==> config.mk <==
export PLATFORM = sky130hd
export DESIGN_NAME = pu_div_ctrl
export DESIGN_NICKNAME = d
export VERILOG_FILES = /design/src/rtl/pu_div_ctrl.sv
export SDC_FILE = /design/constraint.sdc
export NUM_CORES = 1
export LEC_CHECK = 0
export ABC_AREA = 1
export ABC_CLOCK_PERIOD_IN_PS = 1200
export CORE_ASPECT_RATIO = 0.6
export CORE_UTILIZATION = 38
export CTS_BUF_LIST = sky130_fd_sc_hd__clkbuf_4 sky130_fd_sc_hd__clkbuf_8 sky130_fd_sc_hd__clkbuf_16
export DETAILED_ROUTE_END_ITERATION = 6
export GPL_ROUTABILITY_DRIVEN = 0
export PLACE_DENSITY = 0.83
export SYNTH_ARGS = -nofsm -noshare
export SYNTH_HDL_FRONTEND = slang
export SYNTH_SLANG_ARGS = --single-unit
==> constraint.sdc <==
create_clock -name clk -period 1.2 [get_ports clk]
set_input_delay 0.18 -clock clk [delete_from_list [all_inputs] [get_ports clk]]
set_output_delay 0.18 -clock clk [all_outputs]
set_load 0.05 [all_outputs]
run_1/util_map.png
17 x 10 tiles, from white (low) to dark blue (high), 0 to 100% covered.
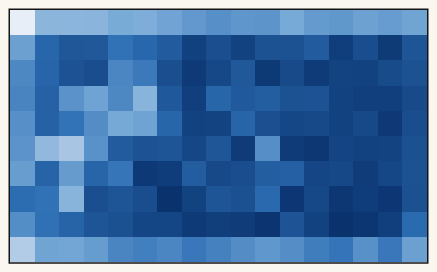
mean over tiles: 78%
tiles over 75% full: 64%
densest ninth of the die: east
fullest tile: 99%
core area: 15800 sq um
final design utilization: 0.856
fp_density: 0.399

run_1/m3.png
Bar = 50 um.
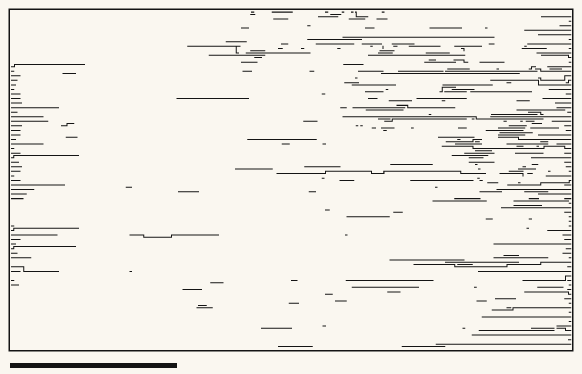
share of all routed wire: 7.6%
main direction: horizontal
nets with wire on the layer: 229
longest straight run: 45.1 um
WL final: 30.1 mm
met3 track utilization from global routing: 0.0696

run_1/class_map.png
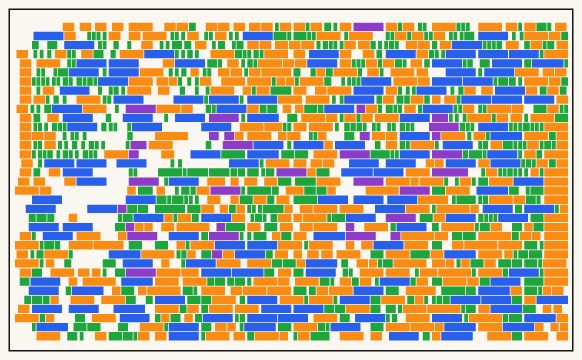
[green] remaining logic cells | cells: 565
[blue] registers | cells: 146
[orange] remaining buffers and delay cells | cells: 417
[purple] clock drivers and dummy loads | cells: 32
post-route cell area: 13500 sq um
Cell Rows: 35
flop share of the area: 0.273

==> summary.txt, run 1 <==
Results of the implementation run.

Static timing analysis puts the maximum clock frequency at 577 MHz. The wire length on met2 is approximately 15 mm. The post-synthesis simple-gate area fraction came out at 0.238.

The synthesized area is 6280 sq um. In the synthesized netlist the dominant register cell turns out to be dfrtp_1. The final critical delay including setup and external delays came out at 1.73 ns. The final timing summary puts the cycle share of the worst path at 1.45. The total via count after detailed routing is just over 7000. The number of global-route vias before repair is 6709.

The proportion of final cell area spent on non-clock buffers is 0.422. The post-CTS setup buffer count is 34. In this run the maximum-capacitance check reported violations numbering 0.

The and-or/or-and share of the synthesized area is 0.0862. The combinational gate area is 2960 sq um. After synthesis, the netlist uses 24 different library cells. The adder-cell share of the synthesized area is 0.00398. According to the I/O placement log, the pin count is 279.

The number of register bits inferred by synthesis is 146. Global routing finished with a remaining overflow of 0. The number of antenna violations at the first check in global routing is 2. The total design power came out at 34.3 mW. The accumulated negative setup slack came out at -38.27 ns. The share of Yosys cell area claimed by the top area cell type is 0.577. The sequential power is 8.92 mW. The synth_stat.txt file lists the number of cells as between 700 and 800. For the final database, setup skew stands at 0.0191 ns. The clock network area share is 0.0430.

The tightest hold path in the finished design has a slack of 0.324 ns. The power report lists the combinational group at ~20 mW. The slowest stage of the critical path is the dfrtp_2 cell. The net switching component of the power came out at 14.6 mW.

The power report attributes to the combinational group a share of 0.584. The critical path contains buffers and inverters numbering 2 combined. Setup repair after global routing could not meet its margin everywhere.

The number of setup violations in the final report came out at 168. For this run, the detailed router reports a per-instance via density of 5.26. The aggregate global-route resource usage is 0.288. Per the skew report, the later register of the worst-skew pair sees a clock latency of 0.43 ns. The leakage power total came out at 6.39 nW. The critical path arrival came out at 1.55 ns.

The sequential cell count is 146. The number of buffers created by CTS is 17. The clock network power share came out at 0.156. The number of logged tool warnings is 33. The area enclosed by the die boundary came out at 17100 sq um.

According to the tapcell log, the count of inserted taps is 203. The post-cts gate resize count came out at 176. Per the timing report, the biggest fanout along the worst path comes to 4. The run finished, with violations left. STA classifies the critical path startpoint as a flop. The flow reports power dissipated in the clock network as 5.35 mW. The tightest min-delay check is of the in -> reg type. The first-pass GRT wire length is about 37 mm. The area overhead of the layout relative to synthesis came out at 115%.

The checks that failed: setup timing. The met1 usage in global routing is 0.357. The number of flops mapped to enable cells by yosys is 0. The layout buffer count excluding clock buffers is 417. Counting the warning lines in the Yosys log gives 0. The switching portion of total power comes to 0.426. The fraction of final layout cells sized beyond drive strength 1 is 0.430.

The logic depth of the worst register-to-register path came out at 10. The number of standard cells after synthesis is around 750. For reference, the most critical setup path is categorized as reg -> out. The maximum buffer depth of the clock tree is 2. The die height came out at roughly 100 um. The data required time at the worst endpoint is between 1 and 1.5 ns. The internal power contribution is between 15 and 20 mW.

The worst-case register-to-register setup slack came out at -0.45 ns. In the final layout, flip-flops and latches occupy ~3700 sq um. The worst hold path was traced through 3 stages. The maximum resistive drop on vdd came out at approximately 0.0016 V. The dominant kind of combinational cell is simple AND/OR/NAND/NOR gates. The cell count along the critical path is 5. The met1 routed wirelength after detailed routing is about 11 mm. The number of buffers added to fix hold violations after cts is 1. STA classifies the critical path endpoint as an output port. The clock tree from TritonCTS is yes. The H-tree depth reported by CTS came out at 4.

In the synthesized netlist the async set-or-reset flop fraction comes to 1.00. Detailed routing placed a total of 2.28 mm of wire on met3. The quantity of I/O buffers inserted on ports came out at ~270. The filler cell count is approximately 750.

Entering global routing, the biggest net connects 89 pins. The smallest setup slack after layout came out at -0.534 ns. The non-clock inverters instantiated in the layout total approximately 80. Looking at the group totals, the largest power group turns out to be combinational cells. Ranking logic cells in the layout by count gives the top entries 220 x nand2_1, 164 x clkdlybuf4s50_1, 129 x buf_12.

The remaining number of nets flagged by the antenna check after routing came out at 0. The hold violation total from the final report is 0. The largest total area in the synthesized netlist belongs to dfrtp_1. The count of non-filler cells in the finished layout came out at 1365. Among cell families on the critical path, the largest total delay comes from flip-flops.

The xor and xnor fraction of the mapped netlist area is 0.00279. The stat command in Yosys gives a chip area of 6280 sq um. Yosys instantiated no cell more often than nand2_1.

Looking at the global route congestion table, the highest-usage layer is met2.
==> run 2: changes to the inputs <==
- MAX_ROUTING_LAYER: unset -> met4
- PLACE_DENSITY: 0.83 -> 0.77
- REMOVE_ABC_BUFFERS: unset -> 1
run_2/m3.png
Bar = 50 um.
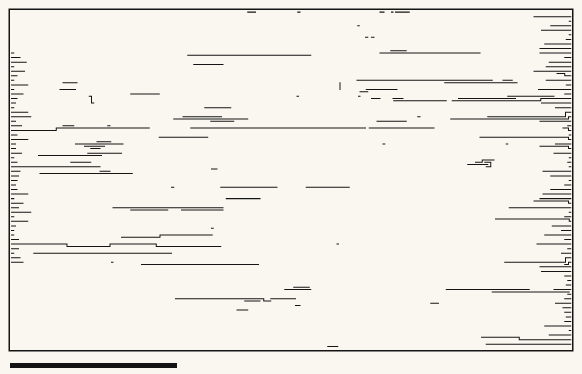
wire length on this layer: 1580 um
longest straight run: 52.2 um
nets with wire on the layer: 171
WL final: 25.5 mm
total number of vias: 6617
met3 track utilization from global routing: 0.0614

run_2/placed.png
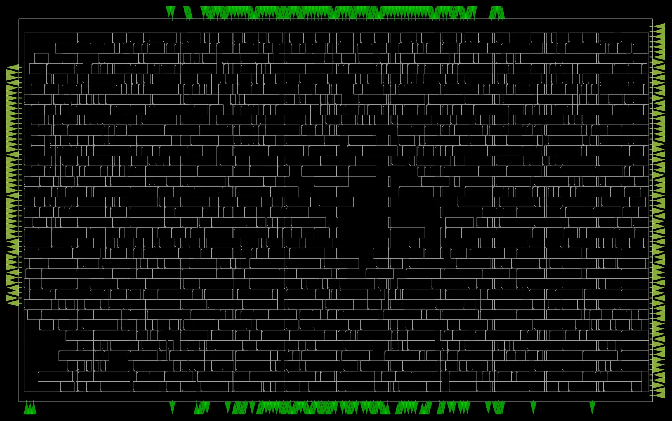
number of standard cells in the layout, taps in and fillers out: 1326
flop share of the area: 0.283
Tap Count: 203

==> run 2 against run 1 <==
Against the previous run:
- the run still ends with setup timing left
- setup slack worse by 0.00086 ns
- area after synthesis stayed put
- sequential power is 2% lower
- wire length is 15% lower
- design area is 4.1% lower
- sequential cell count stayed put
- fmax hardly changed
- core utilization is 3.5 points lower
- sequential share of layout area is 1.0 points higher
- largest power group unchanged
==> summary.txt, run 2 <==
Results of the implementation run.

The run finished, with violations left. The final reports fail on setup timing. The H-tree depth reported by CTS came to 4 (unchanged). The tally of clock buffers in the finished layout is 17. Global routing put the most usage on met2.

The area enclosed by the die boundary came out at 17100 sq um (unchanged). Setup repair after global routing could not meet its margin everywhere. The fraction of power spent switching nets is 0.426 (about the same). The quantity of I/O buffers inserted on ports is 271 (unchanged). The clock transition at the registers of the reported paths came out at 0.07 ns.

Among the non-sequential cells, simple AND/OR/NAND/NOR gates take the most area. The number of flops mapped to enable cells by yosys came out at 0 (unchanged). The number of buffers added to fix hold violations after cts was 1 (unchanged).

The net switching component of the power came to 13.7 mW (-6.2%). Looking at the cell usage after synthesis, the top flip-flop cell is dfrtp_1. The inverter count of the layout excluding clock inverters is 82 (unchanged). The first-pass GRT wire length is 34.5 mm (-6.3%). The number of global-route vias before repair was 6352 (-5.3%).

The share of synthesized area occupied by flip-flops and latches is 0.582. The maximum resistive drop on vdd is 0.00143 V (-8.3%). On met2, the global router reports a usage of 0.437.

The post-route DRC violation count came out at 0. The final antenna diode tally reported by the flow is 1. The clock network area share came out at 0.0425 (-0.000562).

The post-CTS setup buffer count came out at 21 (-38%). The power in the clock group was 5.04 mW (-5.8%). The remaining number of nets flagged by the antenna check after routing was 0 (unchanged). The starting DRC count in detailed routing came out at 510. The accumulated negative setup slack is -37.45 ns (+0.815 ns). The number of warnings printed during yosys synthesis came out at 0 (unchanged). The number of setup violations in the final report came to 154 (-8.3%). The number of buffers created by CTS is 17 (unchanged). The leakage power total is 6.19 nW (-3.1%). The met1 routed wirelength after detailed routing is 10.9 mm (-4.8%). The and-or/or-and share of the synthesized area came out at 0.0862 (unchanged). The number of logged tool warnings was 32 (-3.0%). The number of search-and-repair iterations in the first detailed-routing pass is 5. The met1 usage in global routing is 0.362 (+0.00535). The number of antenna violations at the first check in global routing was 1 (-1). The cell area reported after detailed placement came out at about 11000 sq um.

The area taken by flip-flops and latches came out at 3660 sq um (-0.54%). The wire length on met2 is 12.8 mm (-15%). The stage delay of the slowest cell on the critical path is around 0.55 ns. The die height is 102 um (unchanged). The detailed placement HPWL is 14.4 mm.

The starting density of the core came out at 0.399 (unchanged). The layout buffer count excluding clock buffers came to 379 (-9.1%). The total design power is 32.2 mW (-6.1%). The layout net count is 1280. Measured along the x axis, the die boundary spans about 170 um. The clock drives 146 sinks. The routed length on met3 came out at 1.58 mm (-31%). The number of register bits inferred by synthesis came to 146 (unchanged). The slew at the pin with the worst max-slew slack came out at 0.583 ns. The commonest cells after synthesis are 312 x nand2_1, 145 x dfrtp_1, 86 x o21ai_0, 80 x inv_1, 39 x nand3_1. The aggregate global-route resource usage came out at 0.276 (-0.0122).

In this design, the critical path's most frequently occurring cell is buf_12. The clock network power share came out at 0.156 (about the same). The part of the power in combinational logic was 0.572 (-0.012).

The yosys-reported design area after synthesis is 6280 sq um (unchanged). The area of the placeable core is 15800 sq um (unchanged). The share of the clock period used by the worst path after layout was 1.45 (about the same). The total power density per cell area came out at 2490 nW/um^2.

The combinational gate area is 2910 sq um (-1.7%). The post-synthesis cell type with the largest instance count is nand2_1. By instance count after routing, the leading logic cell type is nand2_1.

The highest metal layer carrying signal wires in the routed design is met4. The worst-case register-to-register setup slack is -0.44 ns (about the same). The critical-path maximum fanout is 3 (-1). The number of ports placed on the die boundary came out at 279 (unchanged). For reference, the critical path cell chain is nand2_2, nand2_4, inv_4, nor2_4, buf_12, buf_12. The post-synthesis simple-gate area fraction is 0.238 (unchanged). The final critical delay including setup and external delays is 1.74 ns (+0.000864 ns). Ranked by total area, the top cell class in this layout is buffers. Per the STA report, the cell with the highest stage delay on the worst path is dfstp_2.

The post-synthesis mux area share is 0. The setup slack after placement is -0.422 ns. The residual overflow from global routing was 0 (unchanged). The kind of path behind the tightest hold check is in -> reg. The number of standard-cell rows in the floorplan came out at 35 (unchanged). The worst setup path is captured at an output port. The xor and xnor fraction of the mapped netlist area is 0.00279 (unchanged). The share of Yosys cell area claimed by the top area cell type came to 0.577 (unchanged). In this run, placement finished with an instance count of ~1200. The adder-cell share of the synthesized area came out at 0.00398 (unchanged).

The number of cells on the worst hold path came out at 3 (unchanged). The maximum clock frequency came out at 576 MHz (about the same). The hold violation total from the final report is 0 (unchanged). The average via count per standard cell was 4.99 (-5.1%). The cell count along the critical path came out at 6 (+1). The total combinational power is 18.4 mW (-8%). The fraction of final layout cells sized beyond drive strength 1 is 0.400 (-0.0300). CTS placed an instance of clkbuf_16 at the clock tree root. The post-synthesis async set-or-reset flop share was 1.00 (unchanged). The count of multi-input gates came out at 483. The sequential cell count came out at 146 (unchanged). The core utilization of the finished layout came out at 0.820 (-0.0354). The area overhead of the layout relative to synthesis is 106%. The logic depth of the worst register-to-register path was 10 (unchanged). The sequential power came out at 8.76 mW (-2%). Grouping stages by cell kind, the critical path spends the most delay in flip-flops.

The startpoint-to-endpoint class of the critical path is reg -> out. The tally of unique sky130hd cells used after synthesis came to 24 (unchanged). Per report_power, the top consumer among the power groups is combinational cells. The pin count of the biggest net entering global routing came out at 147 (+65%). The category of the worst setup path launch point is a flop.

The clock skew after layout came out at 0.0120 ns (-0.00709 ns). The maximum buffer depth of the clock tree is 2 (unchanged). The smallest setup slack after layout came out at -0.535 ns (-0.000864 ns). The routed length per instance is ~19 um. The internal power contribution came to 18.5 mW (-6.1%). Yosys attributes the largest share of cell area to dfrtp_1 58%, nand2_1 19%, o21ai_0 6.8%.

The data required time at the worst endpoint came to 1.02 ns (about the same). The number of buffers and inverters on the critical path came out at 3 (+1). The synthesized area is 6280 sq um (unchanged).

The tightest hold margin is 0.321 ns (-0.00310 ns). By instance count after routing, the leading logic cell types are 215 x nand2_1, 164 x clkdlybuf4s50_1, 139 x dfrtp_1. Across all checked pins, the minimum headroom to the slew limit is 0.611.

The leading area contributor after synthesis is dfrtp_1. In the final report, the number of pins over their slew limit comes to 0. The proportion of final cell area spent on non-clock buffers came out at 0.404 (-0.0170).

The number of standard cells reported by yosys came to 748 (unchanged). The filler cell count is 846 (+12%). TritonCTS built the clock tree. The post-cts gate resize count came out at 145 (-18%). The source-to-sink clock delay at the later pin of the worst-skew pair is 0.41 ns (-0.02 ns). The count of maximum capacitance violations is 0 (unchanged).

The number of standard cells after synthesis is 748 (unchanged). The critical path arrival is 1.56 ns (about the same). The final instance area was 12900 sq um (-4.1%).
Power is estimated from default activity; no workload was simulated.
